==> src/rtl/fetch_pkg.sv <==
// Shared types and widths for the instruction prefetch front end.
// Latency: n/a (declarations only).
// Backpressure: n/a (declarations only).
package fetch_pkg;

   localparam int PC_W    = 8;
   localparam int INSTR_W = 16;
   localparam int BYTE_W  = 8;
   localparam int ADDR_W  = PC_W + 1;   // byte address = {pc, byte select}

   localparam logic [PC_W-1:0] DEFAULT_RESET_PC = 8'h00;

   // IDLE: queue full, no request. HI/LO: fetching the high/low byte of fetch_pc.
   // DROP: finishing a request that a redirect made stale; its byte is discarded.
   typedef enum logic [1:0] {
      IDLE = 2'd0,
      HI   = 2'd1,
      LO   = 2'd2,
      DROP = 2'd3
   } fetch_state_t;

   // One queued instruction and the PC it was fetched from.
   typedef struct packed {
      logic [PC_W-1:0]    pc;
      logic [INSTR_W-1:0] instr;
   } fetch_entry_t;

endpackage

==> src/rtl/fetch_fifo.sv <==
// Synchronous FIFO holding fetched instructions tagged with their PC.
// Latency: a push is visible at head the cycle after it is written into an empty queue.
// Backpressure: push is dropped when full without a pop; pop on empty is ignored; clear wins.
//
// Ports: clk, reset (sync, active-low), push/push_entry (write), pop (advance head),
//        clear (empty the queue), count (occupancy), head (oldest entry, zero when empty).
module fetch_fifo
   import fetch_pkg::*;
#(
   parameter int DEPTH = 4
) (
   input  logic                     clk,
   input  logic                     reset,
   input  logic                     push,
   input  fetch_entry_t             push_entry,
   input  logic                     pop,
   input  logic                     clear,
   output logic [$clog2(DEPTH):0]   count,
   output fetch_entry_t             head
);

   localparam int PTR_W = $clog2(DEPTH);
   localparam logic [PTR_W:0] FULL_CNT = (PTR_W+1)'(DEPTH);

   fetch_entry_t     mem_q [DEPTH];
   logic [PTR_W-1:0] rd_ptr_q;
   logic [PTR_W-1:0] wr_ptr_q;
   logic [PTR_W:0]   count_q;

   logic do_pop;
   logic do_push;

   assign do_pop  = pop && (count_q != '0) && !clear;
   // A simultaneous pop frees the slot the push needs, so full-with-pop is allowed.
   assign do_push = push && !clear && ((count_q != FULL_CNT) || do_pop);

   always_ff @(posedge clk) begin
      if (!reset || clear) begin
         rd_ptr_q <= '0;
         wr_ptr_q <= '0;
         count_q  <= '0;
      end else begin
         if (do_push) begin
            wr_ptr_q <= wr_ptr_q + 1'b1;
         end
         if (do_pop) begin
            rd_ptr_q <= rd_ptr_q + 1'b1;
         end
         count_q <= count_q + (PTR_W+1)'(do_push) - (PTR_W+1)'(do_pop);
      end
   end

   // Storage needs no reset: head is forced to zero whenever the queue is empty.
   always_ff @(posedge clk) begin
      if (reset && do_push) begin
         mem_q[wr_ptr_q] <= push_entry;
      end
   end

   assign count = count_q;
   assign head  = (count_q != '0) ? mem_q[rd_ptr_q] : '0;

endmodule

==> src/rtl/instr_prefetch_queue.sv <==
// Instruction prefetch: fetches 16-bit instructions as two bytes and queues them for the CPU.
// Latency: 3 cycles from an idle start (or redirect) to instr_valid with zero-wait memory.
// Backpressure: stops issuing memory requests once the queue holds DEPTH instructions.
//
// Ports: clk, reset (sync, active-low)
//        memory side : mem_req, mem_addr, mem_ack, mem_rdata
//        CPU side    : instr_out, instr_pc, instr_valid, instr_ready
//        branch      : redirect, redirect_pc (flush queue, refetch from redirect_pc)
module instr_prefetch_queue
   import fetch_pkg::*;
#(
   parameter int              DEPTH    = 4,
   parameter logic [PC_W-1:0] RESET_PC = DEFAULT_RESET_PC
) (
   input  logic               clk,
   input  logic               reset,
   output logic               mem_req,
   output logic [ADDR_W-1:0]  mem_addr,
   input  logic               mem_ack,
   input  logic [BYTE_W-1:0]  mem_rdata,
   output logic [INSTR_W-1:0] instr_out,
   output logic [PC_W-1:0]    instr_pc,
   output logic               instr_valid,
   input  logic               instr_ready,
   input  logic               redirect,
   input  logic [PC_W-1:0]    redirect_pc
);

   localparam int CNT_W = $clog2(DEPTH) + 1;

   fetch_state_t        state_q,     state_d;
   logic [PC_W-1:0]     fetch_pc_q,  fetch_pc_d;
   logic [BYTE_W-1:0]   hi_byte_q,   hi_byte_d;
   logic [ADDR_W-1:0]   drop_addr_q, drop_addr_d;

   logic                push_fire;
   logic                pop_fire;
   logic [CNT_W-1:0]    count;
   logic [CNT_W-1:0]    count_after_pop;
   logic [ADDR_W-1:0]   fetch_addr;
   fetch_entry_t        push_entry;
   fetch_entry_t        head;

   // The queue is cleared by a redirect, so a pop in that cycle is meaningless.
   assign pop_fire        = instr_valid && instr_ready && !redirect;
   assign count_after_pop = count - CNT_W'(pop_fire);

   assign fetch_addr = {fetch_pc_q, (state_q == LO)};
   assign mem_req    = (state_q != IDLE);
   // DROP must keep presenting the stale address even though fetch_pc already moved on.
   assign mem_addr   = (state_q == DROP) ? drop_addr_q : fetch_addr;

   assign push_entry.pc    = fetch_pc_q;
   assign push_entry.instr = {hi_byte_q, mem_rdata};

   always_comb begin
      state_d     = state_q;
      fetch_pc_d  = fetch_pc_q;
      hi_byte_d   = hi_byte_q;
      drop_addr_d = drop_addr_q;
      push_fire   = 1'b0;

      case (state_q)
         IDLE: begin
            // IDLE never pushes, so only a pop this cycle can open a slot.
            if (count_after_pop < CNT_W'(DEPTH)) begin
               state_d = HI;
            end
         end
         HI: begin
            if (mem_ack) begin
               hi_byte_d = mem_rdata;
               state_d   = LO;
            end
         end
         LO: begin
            if (mem_ack) begin
               push_fire  = 1'b1;
               fetch_pc_d = fetch_pc_q + 1'b1;
               // count_next = count + 1 - pop must stay below DEPTH to keep fetching.
               state_d    = (count_after_pop < CNT_W'(DEPTH - 1)) ? HI : IDLE;
            end
         end
         DROP: begin
            if (mem_ack) begin
               state_d = HI;
            end
         end
         default: state_d = IDLE;
      endcase

      // Redirect overrides whatever the fetch sequence decided above.
      if (redirect) begin
         push_fire  = 1'b0;
         fetch_pc_d = redirect_pc;
         case (state_q)
            HI, LO: begin
               if (mem_ack) begin
                  state_d = HI;
               end else begin
                  state_d     = DROP;
                  drop_addr_d = fetch_addr;
               end
            end
            // An ack arriving with the redirect still retires the stale request.
            DROP:    state_d = mem_ack ? HI : DROP;
            default: state_d = HI;
         endcase
      end
   end

   always_ff @(posedge clk) begin
      if (!reset) begin
         state_q     <= IDLE;
         fetch_pc_q  <= RESET_PC;
         hi_byte_q   <= '0;
         drop_addr_q <= '0;
      end else begin
         state_q     <= state_d;
         fetch_pc_q  <= fetch_pc_d;
         hi_byte_q   <= hi_byte_d;
         drop_addr_q <= drop_addr_d;
      end
   end

   fetch_fifo #(
      .DEPTH (DEPTH)
   ) u_fifo (
      .clk        (clk),
      .reset      (reset),
      .push       (push_fire),
      .push_entry (push_entry),
      .pop        (pop_fire),
      .clear      (redirect),
      .count      (count),
      .head       (head)
   );

   assign instr_valid = (count != '0);
   assign instr_out   = head.instr;
   assign instr_pc    = head.pc;

endmodule
==> config.mk <==
export PLATFORM = sky130hd
export DESIGN_NAME = instr_prefetch_queue
export DESIGN_NICKNAME = d
export VERILOG_FILES = /design/src/rtl/fetch_pkg.sv /design/src/rtl/fetch_fifo.sv /design/src/rtl/instr_prefetch_queue.sv
export SDC_FILE = /design/constraint.sdc
export NUM_CORES = 1
export LEC_CHECK = 0
export CORE_UTILIZATION = 35
export CTS_CLUSTER_SIZE = 12
export DETAILED_ROUTE_END_ITERATION = 8
export PLACE_DENSITY_LB_ADDON = 0.25
export SLEW_MARGIN = 20
export SYNTH_ARGS = -nofsm -noshare
export SYNTH_HDL_FRONTEND = slang
export SYNTH_SLANG_ARGS = --single-unit
==> constraint.sdc <==
create_clock -name clk -period 5.2 [get_ports clk]
set_input_delay 1.04 -clock clk [delete_from_list [all_inputs] [get_ports clk]]
set_output_delay 1.04 -clock clk [all_outputs]
set_load 0.02 [all_outputs]
==> run_1/sizes.png <==
Drawn at 4 px/micron.
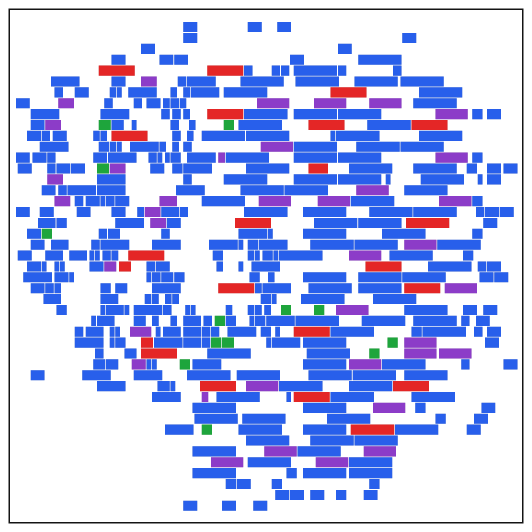
| size | colour | cells | share |
|---|---|---|---|
| _2 cells | purple | 38 | 8.7% |
| _6 and larger | red | 22 | 5.0% |
| _0 and _1 cells | blue | 366 | 83% |
| _3 and _4 cells | green | 13 | 3.0% |

==> run_1/wires.png <==
Drawn at 4 px/micron. Only two layers are drawn.
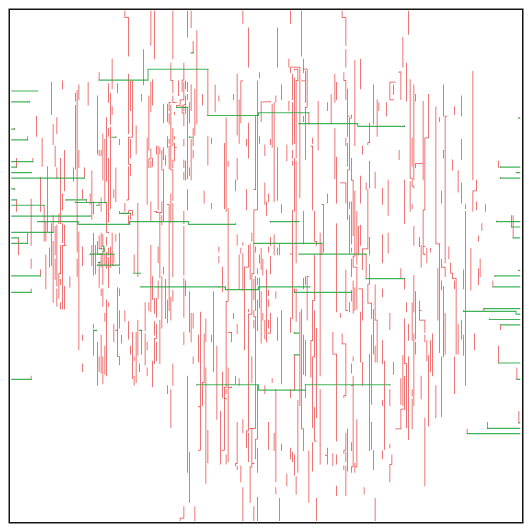
| layer | colour | wire length |
|---|---|---|
| metal 3 | green | 536 microns |
| metal 2 | red | 4840 microns |
wire per inst: 16.1 microns
gr usage total: 14.0%

==> run_1/placement.png <==
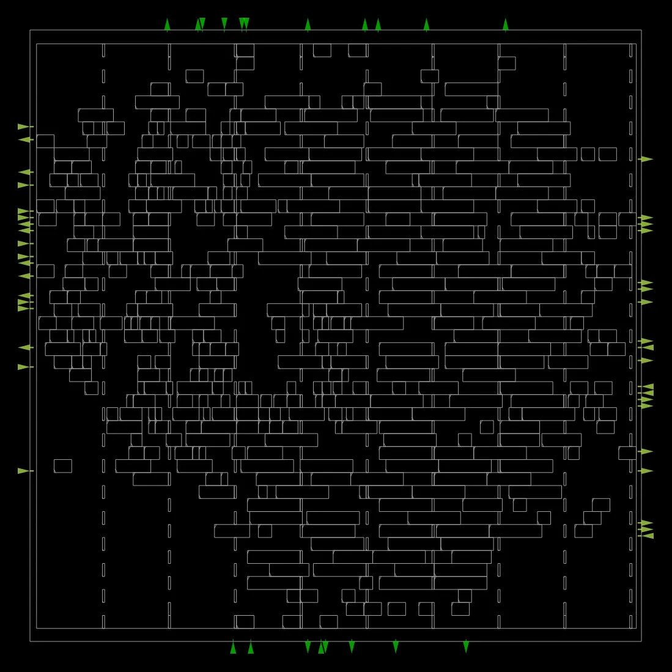
Tap Count: 211
Seq cells: 132
Core ar.: 15400 sq um
Final Non-Filler Cells: 650

==> run_1/io_fan.png <==
Drawn at 2 px/micron.
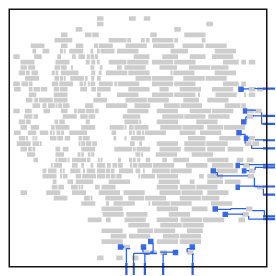
| port | colour | bits | direction | edge | end cells | wire |
|---|---|---|---|---|---|---|
| `instr_out` | blue | 16 | output | 11 right, 5 bottom | 16 | 220 microns |
I/O pin total: 56
input/output buffers: 55

==> out/summary.txt, run 1 <==
status = completed
CTS H-tree depth = 4
Seq pwr share = 47.7%
DRC = 0
CP endpoint kind = output port
via count = 3092
first-pass GRT wire length = 16700 microns
layout cells sized above 1 = 16.6%
post-synth area from yosys stat = 5560 sq um
Total Wirelength = 10500 microns
syn nets = 399
filler cell count = 1354
CTS tree = yes
highest-power group = registers
Post-Route M1 WL = 4940 microns
Hold Path Sink = hi_byte_q[0]
Hold Path Depth = 2
worst reg2reg endpoint = u_fifo.mem_q[3][20]
Pre-Repair DR Iteration Count = 4
Min-Delay Startpoint = hi_byte_q[0]
largest cell class by area = sequential cells
routed vias/inst = 4.76
post-CTS setup buffer count = 0
Die W = 128 microns
Synth area leader = edfxtp_1
Comb group = 0.000120 W
Yosys cell types = 43
run 1: logic make-up (layout without fill, tap and decap cells):
kind of cell               Yosys count  after routing  share of synthesized area [%]
DFF                                132            132                           64.8
buffers and inverters               32            108                           2.57
AOI/OAI and AO/OA                   39             39                           4.66
and+or+nand+nor                     96             96                           10.2
muxes                               42             42                           13.1
adders and majority gates           15             15                           3.51
xor gates and xnor gates             7              7                           1.10
run 1: registers in the layout, summed over array words and instances, names as in the netlist, named ones only:
| signal | cells |
|---|---|
| state_q | 2 |
| u_fifo.count | 3 |
| u_fifo.rd_ptr_q | 2 |
| u_fifo.wr_ptr_q | 2 |
| u_fifo.mem_q | 96 |
| drop_addr_q | 9 |
| fetch_pc_q | 8 |
| hi_byte_q | 8 |
==> run_1/io_placement.png <==
Drawn at 4 px/micron. Pins as bars across the die edge, other pins in grey.
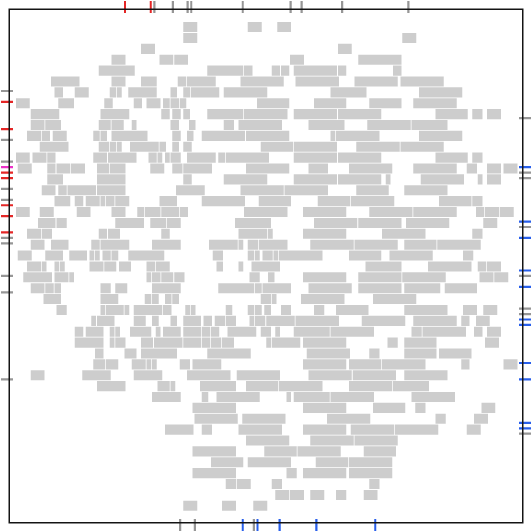

## Run 2: what changed since run 1
==> constraint.sdc (replaced) <==
create_clock -name clk -period 3.7 [get_ports clk]
set_input_delay 0.74 -clock clk [delete_from_list [all_inputs] [get_ports clk]]
set_output_delay 0.74 -clock clk [all_outputs]
set_load 0.02 [all_outputs]
==> run_2/io_placement.png <==
Drawn at 4 px/micron. Pins as bars across the die edge, other pins in grey.
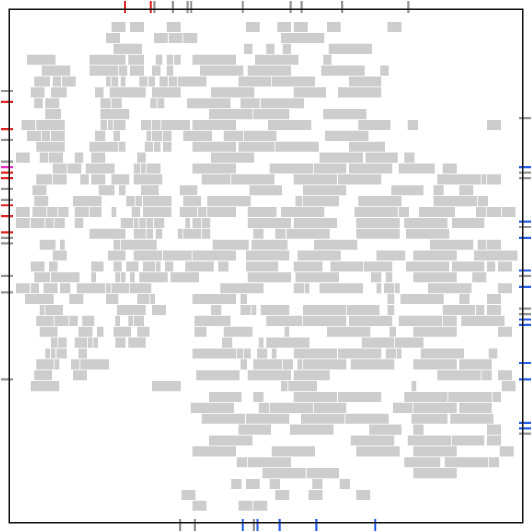
| port | colour | pins | direction | edge |
|---|---|---|---|---|
| `redirect` | magenta | 1 | input | left |
| `mem_addr` | red | 9 | output | 7 left, 2 top |
| `instr_out` | blue | 16 | output | 11 right, 5 bottom |
all pins by edge: 19 right, 18 left, 11 top, 8 bottom
Die H: 128 microns
Die W: 128 microns

==> run 2 against run 1 <==
  * Via count is 1.2% higher
  * Clock power increased by about 50%
  * Synthesized area did not move
==> out/summary.txt, run 2 <==
Yosys cell types = 43
Gate Count Post-Synth = 363
input/output buffers = 55
Seq pwr share = 46.3%
Pre-Repair DR Iteration Count = 4
arrival time at the worst endpoint = 2420 ps
Post-Route M1 WL = 5030 microns
Ant. Diodes = 0
filler cell count = 1358
Area Growth Syn to Fin = 26.5%
highest-power group = the clock network
Worst slew margin = 57.1%
area of the mapped netlist = 5560 sq um
Total Wirelength = 10800 microns
Non-Filler Cell Area, Final = 7030 sq um
wire per inst = 16.6 microns
I/O pin total = 56
syn nets = 399
post-synth area from yosys stat = 5560 sq um
clk buf depth = 2
top flop regs = u_fifo.mem_q (96), drop_addr_q (9)
Hold Path Sink = u_fifo.mem_q[0][13]
layout cells sized above 1 = 17.8%
DRC = 0
first-pass GRT wire length = 17500 microns
Core ar. = 15400 sq um
gr usage total = 14.6%
worst reg2reg endpoint = u_fifo.mem_q[0][1]
via count = 3128
status = completed
Synth area leader = edfxtp_1
Final Non-Filler Cells = 654
Comb group = 0.000173 W
internal power = 0.00280 W
Largest Register = u_fifo.mem_q
Root Driver = clkbuf_16
CP endpoint kind = output port
Switching Share = 20.6%
post-CTS setup buffer count = 0
Min-Delay Startpoint = hi_byte_q[5]
CTS tree = yes
max-slew violations = 0
number of enable flip-flop cells = 96
Hold Path Depth = 0
routed vias/inst = 4.78
worst IR drop on VDD = 0.364 mV
[run 2: cell counts after synthesis]
No cell type changed its count.
[run 2: layout make-up]
cell class              count  area, sq um  area share [%]
flip-flops and latches    132         3600            51.2
multi-input cells         199         1820            25.9
repair buffers             67          678            9.64
clock buffers              21          470            6.69
well taps                 211          264            3.75
clock inverters            11          149            2.12
inverters                  13         48.8           0.694
[run 2: kinds of logic after synthesis]
kind of cell | Yosys count | synth area share, %
multiplexers | 42 | 13.1
buffers and inverters | 32 | 2.57
AND/OR/NAND/NOR | 96 | 10.2
flip-flops | 132 | 64.8
adder cells (fa/ha/maj) | 15 | 3.51
AND-OR/OR-AND | 39 | 4.66
XOR/XNOR | 7 | 1.10
Power figures rest on the tool's default switching activity, not on a simulated workload.
